<file path="src/rtl/rgbtoyuv444.sv">
// rgbtoyuv444: streaming RGB888 -> Y'UV444 (BT.601 studio range) converter.
// Two pixels per 64-bit beat. A 2-entry input FIFO decouples src ready from the
// downstream handshake; a 3-stage multiply/sum/clamp pipeline compresses under
// backpressure so up to five beats can be buffered.
module rgbtoyuv444 #(
    parameter int DATA_WIDTH = 64,
    parameter int USER_WIDTH = 1,
    parameter int DEST_WIDTH = 1,
    parameter int ID_WIDTH   = 1,
    parameter int CHAIN_ID   = 0
) (
    input  logic                    aclk,
    input  logic                    areset,
    // RGB input stream
    input  logic                    src_t_valid,
    output logic                    src_t_ready,
    input  logic [DATA_WIDTH-1:0]   src_t_data,
    input  logic [DATA_WIDTH/8-1:0] src_t_strb,
    input  logic [DATA_WIDTH/8-1:0] src_t_keep,
    input  logic                    src_t_last,
    input  logic [ID_WIDTH-1:0]     src_t_id,
    input  logic [DEST_WIDTH-1:0]   src_t_dest,
    input  logic [USER_WIDTH-1:0]   src_t_user,
    // YUV output stream
    output logic                    dst_t_valid,
    input  logic                    dst_t_ready,
    output logic [DATA_WIDTH-1:0]   dst_t_data,
    output logic [DATA_WIDTH/8-1:0] dst_t_strb,
    output logic [DATA_WIDTH/8-1:0] dst_t_keep,
    output logic                    dst_t_last,
    output logic [ID_WIDTH-1:0]     dst_t_id,
    output logic [DEST_WIDTH-1:0]   dst_t_dest,
    output logic [USER_WIDTH-1:0]   dst_t_user
);

    localparam int NPIX = DATA_WIDTH / 32;
    localparam int RGBW = NPIX * 24;
    localparam logic [DEST_WIDTH-1:0] CHAIN_DEST = DEST_WIDTH'(CHAIN_ID);

    // Saturate a signed intermediate to an unsigned byte.
    function automatic logic [7:0] clamp8(input logic signed [31:0] x);
        if (x < 32'sd0) begin
            return 8'd0;
        end
        if (x > 32'sd255) begin
            return 8'd255;
        end
        return x[7:0];
    endfunction

    // ------------------------------------------------------------------
    // Input FIFO (2 entries). Only the RGB bytes are stored; alpha bytes
    // are dropped on entry.
    // ------------------------------------------------------------------
    logic [RGBW-1:0]       fifo_data_q [2];
    logic                  fifo_last_q [2];
    logic [USER_WIDTH-1:0] fifo_user_q [2];
    logic [1:0]            fifo_count_q, fifo_count_d;
    logic                  fifo_wr_ptr_q, fifo_rd_ptr_q;
    logic                  fifo_push, fifo_pop;
    logic [RGBW-1:0]       fifo_wdata;
    logic [RGBW-1:0]       fifo_head;
    logic [NPIX*8-1:0]     unused_alpha;
    logic                  unused_inputs;

    // Pipeline control
    logic s1_valid_q, s1_valid_d;
    logic s2_valid_q, s2_valid_d;
    logic s3_valid_q, s3_valid_d;
    logic s1_load, s2_load, s3_load, out_fire;

    // Sideband travelling with the data
    logic                  s1_last_q, s2_last_q;
    logic [USER_WIDTH-1:0] s1_user_q, s2_user_q;
    logic                  dst_last_q;
    logic [USER_WIDTH-1:0] dst_user_q;
    logic [DEST_WIDTH-1:0] dst_dest_q;

    // Ready depends only on the registered occupancy and reset.
    assign src_t_ready = (fifo_count_q != 2'd2) && !areset;
    assign fifo_head   = fifo_data_q[fifo_rd_ptr_q];
    assign unused_inputs = ^{unused_alpha, src_t_id, src_t_dest};

    // Stage handshakes: a stage loads when its upstream is valid and it is
    // either empty or draining into the next stage in the same cycle.
    always_comb begin
        out_fire     = s3_valid_q && dst_t_ready;
        s3_load      = s2_valid_q && (!s3_valid_q || out_fire);
        s2_load      = s1_valid_q && (!s2_valid_q || s3_load);
        s1_load      = (fifo_count_q != 2'd0) && (!s1_valid_q || s2_load);
        fifo_push    = src_t_valid && src_t_ready;
        fifo_pop     = s1_load;

        s1_valid_d   = s1_load ? 1'b1 : (s2_load  ? 1'b0 : s1_valid_q);
        s2_valid_d   = s2_load ? 1'b1 : (s3_load  ? 1'b0 : s2_valid_q);
        s3_valid_d   = s3_load ? 1'b1 : (out_fire ? 1'b0 : s3_valid_q);

        fifo_count_d = fifo_count_q;
        if (fifo_push && !fifo_pop) begin
            fifo_count_d = fifo_count_q + 2'd1;
        end else if (!fifo_push && fifo_pop) begin
            fifo_count_d = fifo_count_q - 2'd1;
        end
    end

    // Control state: occupancy, pointers, stage valids, output sideband.
    always_ff @(posedge aclk) begin
        if (areset) begin
            fifo_count_q  <= 2'd0;
            fifo_wr_ptr_q <= 1'b0;
            fifo_rd_ptr_q <= 1'b0;
            s1_valid_q    <= 1'b0;
            s2_valid_q    <= 1'b0;
            s3_valid_q    <= 1'b0;
            dst_last_q    <= 1'b0;
            dst_user_q    <= '0;
            dst_dest_q    <= '0;
        end else begin
            fifo_count_q <= fifo_count_d;
            s1_valid_q   <= s1_valid_d;
            s2_valid_q   <= s2_valid_d;
            s3_valid_q   <= s3_valid_d;
            if (fifo_push) begin
                fifo_wr_ptr_q <= !fifo_wr_ptr_q;
            end
            if (fifo_pop) begin
                fifo_rd_ptr_q <= !fifo_rd_ptr_q;
            end
            if (s3_load) begin
                dst_last_q <= s2_last_q;
                dst_user_q <= s2_user_q >> 1;
                dst_dest_q <= s2_user_q[0] ? CHAIN_DEST : '0;
            end
        end
    end

    // FIFO storage write.
    always_ff @(posedge aclk) begin
        if (fifo_push) begin
            fifo_data_q[fifo_wr_ptr_q] <= fifo_wdata;
            fifo_last_q[fifo_wr_ptr_q] <= src_t_last;
            fifo_user_q[fifo_wr_ptr_q] <= src_t_user;
        end
    end

    // Sideband for stages 1 and 2 (no reset: qualified by the stage valids).
    always_ff @(posedge aclk) begin
        if (s1_load) begin
            s1_last_q <= fifo_last_q[fifo_rd_ptr_q];
            s1_user_q <= fifo_user_q[fifo_rd_ptr_q];
        end
        if (s2_load) begin
            s2_last_q <= s1_last_q;
            s2_user_q <= s1_user_q;
        end
    end

    // Partial strobes are not supported; data is treated as fully valid.
    always_ff @(posedge aclk) begin
        if (fifo_push) begin
            assert (&src_t_keep && &src_t_strb)
                else $error("rgbtoyuv444: input beat with partial t_keep/t_strb");
        end
    end

    // ------------------------------------------------------------------
    // Per-pixel datapath
    // ------------------------------------------------------------------
    genvar gi;
    generate
        for (gi = 0; gi < NPIX; gi++) begin : g_pix
            logic [7:0]         r_px, g_px, b_px;
            logic signed [31:0] r_ext, g_ext, b_ext;
            logic signed [31:0] yr_q, yg_q, yb_q;
            logic signed [31:0] ur_q, ug_q, ub_q;
            logic signed [31:0] vr_q, vg_q, vb_q;
            logic signed [31:0] sy_q, su_q, sv_q;
            logic [7:0]         y_q, u_q, v_q;

            assign fifo_wdata[gi*24 +: 24]  = src_t_data[gi*32 +: 24];
            assign unused_alpha[gi*8 +: 8]  = src_t_data[gi*32+24 +: 8];

            assign b_px  = fifo_head[gi*24      +: 8];
            assign g_px  = fifo_head[gi*24 + 8  +: 8];
            assign r_px  = fifo_head[gi*24 + 16 +: 8];
            assign r_ext = signed'({24'd0, r_px});
            assign g_ext = signed'({24'd0, g_px});
            assign b_ext = signed'({24'd0, b_px});

            // Stage 1: the nine coefficient products.
            always_ff @(posedge aclk) begin
                if (s1_load) begin
                    yr_q <= r_ext * 32'sd66;
                    yg_q <= g_ext * 32'sd129;
                    yb_q <= b_ext * 32'sd25;
                    ur_q <= r_ext * 32'sd38;
                    ug_q <= g_ext * 32'sd74;
                    ub_q <= b_ext * 32'sd112;
                    vr_q <= r_ext * 32'sd112;
                    vg_q <= g_ext * 32'sd94;
                    vb_q <= b_ext * 32'sd18;
                end
            end

            // Stage 2: rounded sums, floor-shifted by 8.
            always_ff @(posedge aclk) begin
                if (s2_load) begin
                    sy_q <= (yr_q + yg_q + yb_q + 32'sd128) >>> 8;
                    su_q <= (ub_q - ur_q - ug_q + 32'sd128) >>> 8;
                    sv_q <= (vr_q - vg_q - vb_q + 32'sd128) >>> 8;
                end
            end

            // Stage 3: add offsets and saturate to bytes.
            always_ff @(posedge aclk) begin
                if (s3_load) begin
                    y_q <= clamp8(sy_q + 32'sd16);
                    u_q <= clamp8(su_q + 32'sd128);
                    v_q <= clamp8(sv_q + 32'sd128);
                end
            end

            assign dst_t_data[gi*32 +: 32] = {8'h00, y_q, u_q, v_q};
        end
    endgenerate

    assign dst_t_valid = s3_valid_q;
    assign dst_t_last  = dst_last_q;
    assign dst_t_user  = dst_user_q;
    assign dst_t_dest  = dst_dest_q;
    assign dst_t_strb  = '1;
    assign dst_t_keep  = '1;
    assign dst_t_id    = '0;

endmodule
</file>
<file path="config.mk">
export PLATFORM = sky130hd
export DESIGN_NAME = rgbtoyuv444
export DESIGN_NICKNAME = d
export VERILOG_FILES = /design/src/rtl/rgbtoyuv444.sv
export SDC_FILE = /design/constraint.sdc
export NUM_CORES = 1
export LEC_CHECK = 0
export CORE_MARGIN = 2
export CORE_UTILIZATION = 62
export CTS_BUF_LIST = sky130_fd_sc_hd__clkbuf_8 sky130_fd_sc_hd__clkbuf_16
export CTS_CLUSTER_DIAMETER = 100
export CTS_CLUSTER_SIZE = 16
export DETAILED_ROUTE_END_ITERATION = 8
export PLACE_DENSITY_LB_ADDON = 0.12
export SLEW_MARGIN = 5
export SYNTH_ARGS = -nofsm -noshare
export SYNTH_HDL_FRONTEND = slang
export SYNTH_SLANG_ARGS = --single-unit
export TNS_END_PERCENT = 100
</file>
<file path="constraint.sdc">
create_clock -name aclk -period 8 [get_ports aclk]
set_input_delay 1.6 -clock aclk [delete_from_list [all_inputs] [get_ports aclk]]
set_output_delay 1.6 -clock aclk [all_outputs]
set_load 0.02 [all_outputs]
</file>
==> results.json, run 1 <==
{
  "holdBufCountCts": 0,
  "synth.most_common_cell": "ha_1",
  "top_cells_by_area": "edfxtp_1 (45%), ha_1 (19%), fa_1 (9.8%), inv_1 (5.1%), xnor2_1 (2.9%)",
  "yosys_area_um2": 31350,
  "nFillCells": 3709,
  "utilization_pct": 68.09,
  "port_buffers": 103,
  "required_ps": 8290,
  "arrival_ps": 6080,
  "comb_share_pct": 44.97,
  "routed.top_layer": "met5",
  "drc": 0,
  "gp_congestion": 0.8883,
  "yosys-top-cells-count": "ha_1 (467), edfxtp_1 (466), inv_1 (429)",
  "drive_above_1_share_pct": 3.546,
  "maxSlewViolCount": 0,
  "simple_gate_area_share_pct": 5.204,
  "critPathMaxStageDelay_ps": 930,
  "hold_end": "s2_last_q",
  "status": "complete, no violations",
  "drtIter0Drc": 1221,
  "clkCellAreaFrac_pct": 2.903,
  "warning_count": 89,
  "fin_crit_sh_pct": 72.48,
  "cts-root-buf": "clkbuf_16"
}
run_1/gate_families.png
Drawn at 1.5 px/um.
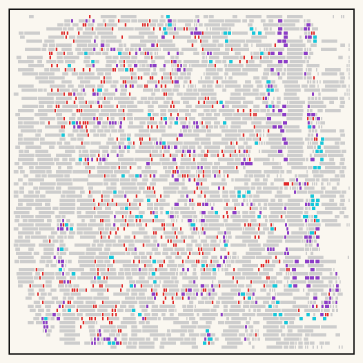
red -> inverters  # cells 429
purple -> inverting AOI/OAI gates  # cells 286, where spread over the die
cyan -> AND-OR and OR-AND gates  # cells 109, where spread over the die

run_1/final_congestion.png
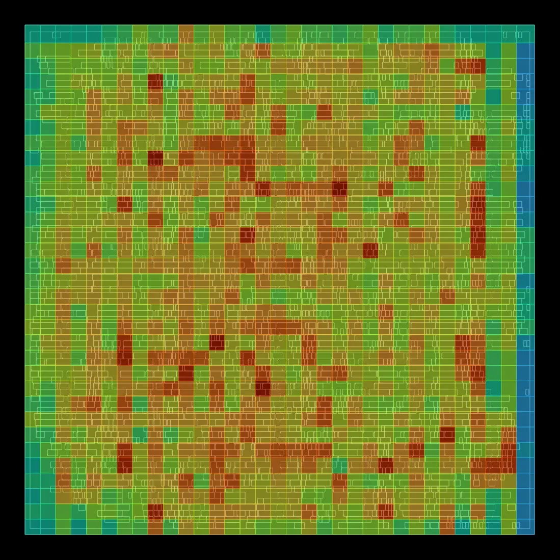
all-layer global routing usage: 24.08%
GR Util met2: 37.39%

run_1/port_nets.png
Drawn at 2 px/um.
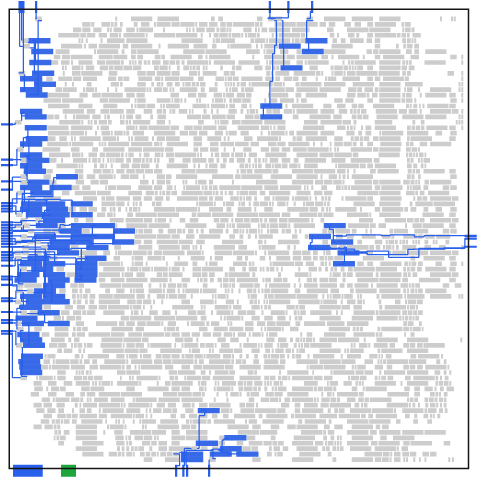
blue -> src_t_data  # bits 64, direction input, edge 34 west, 20 south, 7 north, 3 east, end cells 96, wire 1700 um
green -> src_t_strb  # bits 8, direction input, edge south, end cells 0

run_1/clock_map.png
Drawn at 2 px/um.
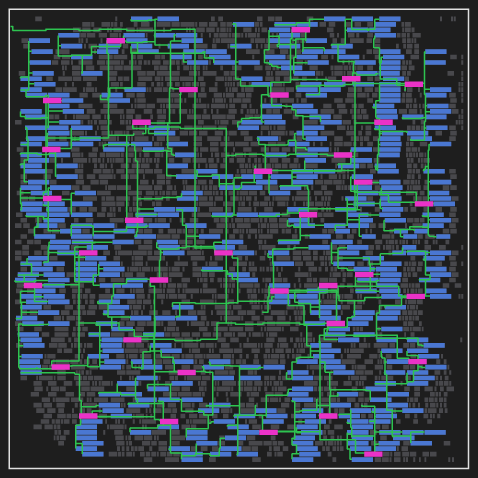
green -> clock wires  # length 5870 um
magenta -> cells driving clock nets  # count 35
blue -> flip-flops  # count 475
flops lie = spread over the die
routed clock nets = 36

## Run 2: what changed since run 1
--- a/config.mk
+++ b/config.mk
@@ -6,7 +6,7 @@
 export NUM_CORES = 1
 export LEC_CHECK = 0
 export CORE_MARGIN = 2
-export CORE_UTILIZATION = 62
+export CORE_UTILIZATION = 56
 export CTS_BUF_LIST = sky130_fd_sc_hd__clkbuf_8 sky130_fd_sc_hd__clkbuf_16
 export CTS_CLUSTER_DIAMETER = 100
 export CTS_CLUSTER_SIZE = 16
==> constraint.sdc (replaced) <==
create_clock -name aclk -period 5.1 [get_ports aclk]
set_input_delay 1.02 -clock aclk [delete_from_list [all_inputs] [get_ports aclk]]
set_output_delay 1.02 -clock aclk [all_outputs]
set_load 0.02 [all_outputs]
run_2/gate_families.png
Drawn at 1.5 px/um.
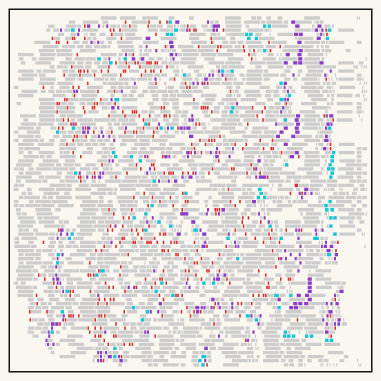
purple -> inverting AOI/OAI gates  # cells 286, where spread over the die
red -> inverters  # cells 429
cyan -> AND-OR and OR-AND gates  # cells 109, where spread over the die

==> results.json, run 2 <==
{
  "clkCellAreaFrac_pct": 2.873,
  "hold_end": "s2_last_q",
  "holdBufCountCts": 0,
  "drtIter0Drc": 1340,
  "grt_max_degree": 123,
  "grt_usage_pct": 21.98,
  "utilization_pct": 62.33,
  "yosys_area_um2": 31350,
  "top_cells_by_area": "edfxtp_1 (45%), ha_1 (19%), fa_1 (9.8%), inv_1 (5.1%), xnor2_1 (2.9%)",
  "drive_above_1_share_pct": 4.591,
  "arrival_ps": 5180,
  "status": "complete, no violations",
  "nFillCells": 4324,
  "critPathMaxStageDelay_ps": 640,
  "simple_gate_area_share_pct": 5.204,
  "wl_met2_mm": 26.17,
  "gp_congestion": 0.8586,
  "port_buffers": 103,
  "synth.most_common_cell": "ha_1",
  "comb_share_pct": 44.66,
  "warning_count": 90,
  "required_ps": 5410,
  "cts-root-buf": "clkbuf_16",
  "syn_inst": 2539,
  "synth.logic.top_family": "adder cells",
  "fin_crit_sh_pct": 95.42
}
run_2/wire_density.png
Drawn at 1.5 px/um. 24 x 24 tiles, from white (low) to dark blue (high), scaled to the fullest tile. Values are wire area over tile area, all layers added.
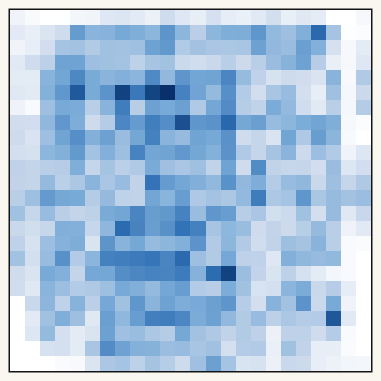
emptiest ninth of the die = south-east
fullest tile = 0.47
mean over tiles = 0.17

## Run 3: what changed since run 2
--- a/config.mk
+++ b/config.mk
@@ -5,6 +5,7 @@
 export SDC_FILE = /design/constraint.sdc
 export NUM_CORES = 1
 export LEC_CHECK = 0
+export CAP_MARGIN = 20
 export CORE_MARGIN = 2
 export CORE_UTILIZATION = 56
 export CTS_BUF_LIST = sky130_fd_sc_hd__clkbuf_8 sky130_fd_sc_hd__clkbuf_16
run_3/gate_families.png
Drawn at 1.5 px/um.
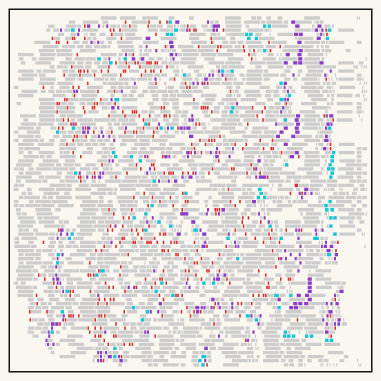
red -> inverters  # cells 429
cyan -> AND-OR and OR-AND gates  # cells 109, where spread over the die
purple -> inverting AOI/OAI gates  # cells 286, where spread over the die

==> results.json, run 3 <==
{
  "drive_above_1_share_pct": 4.591,
  "avgSynthCellArea_um2": 12.35,
  "hold_end": "s2_last_q",
  "status": "complete, no violations",
  "max-slew-margin-rel_pct": 47.13,
  "port_buffers": 103,
  "wl_met2_mm": 26.17,
  "setup_ws_ps": 233.7,
  "fin_crit_sh_pct": 95.42,
  "top_cells_by_area": "edfxtp_1 (45%), ha_1 (19%), fa_1 (9.8%), inv_1 (5.1%), xnor2_1 (2.9%)",
  "critPathMaxStageDelay_ps": 640,
  "cts.path.max_buffers": 3,
  "synth.logic.top_family": "adder cells",
  "simple_gate_area_share_pct": 5.204,
  "clkCellAreaFrac_pct": 2.873,
  "rsz0062_at_grt": "false",
  "clock_buffers": 35,
  "drtIter0Drc": 1340,
  "arrival_ps": 5180,
  "syn_inst": 2539,
  "required_ps": 5410,
  "yosys_area_um2": 31350,
  "drt-pass1-iter-count": 5,
  "synth.most_common_cell": "ha_1",
  "critPathBufInv": 3,
  "cts-root-buf": "clkbuf_16",
  "edf_count": 466,
  "comb_share_pct": 44.66,
  "seq_cells": 475,
  "warning_count": 90,
  "holdBufCountCts": 0
}
run_3/final_congestion.png
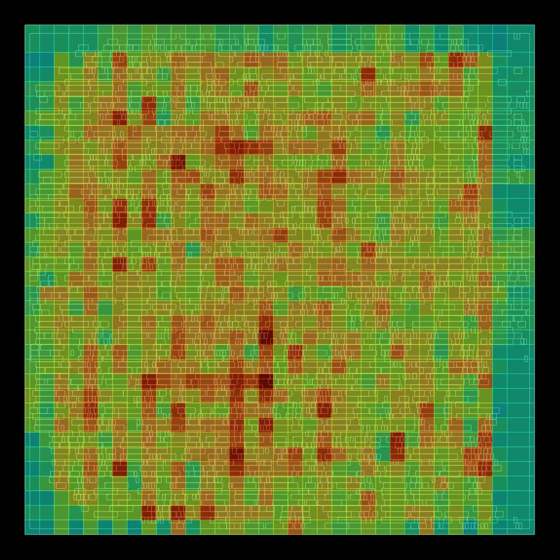
all-layer global routing usage: 21.98%
GR Util met2: 32.83%
grt peak-use layer: met1
grt met1 use: 34.15%
Final Core Density: 62.33%

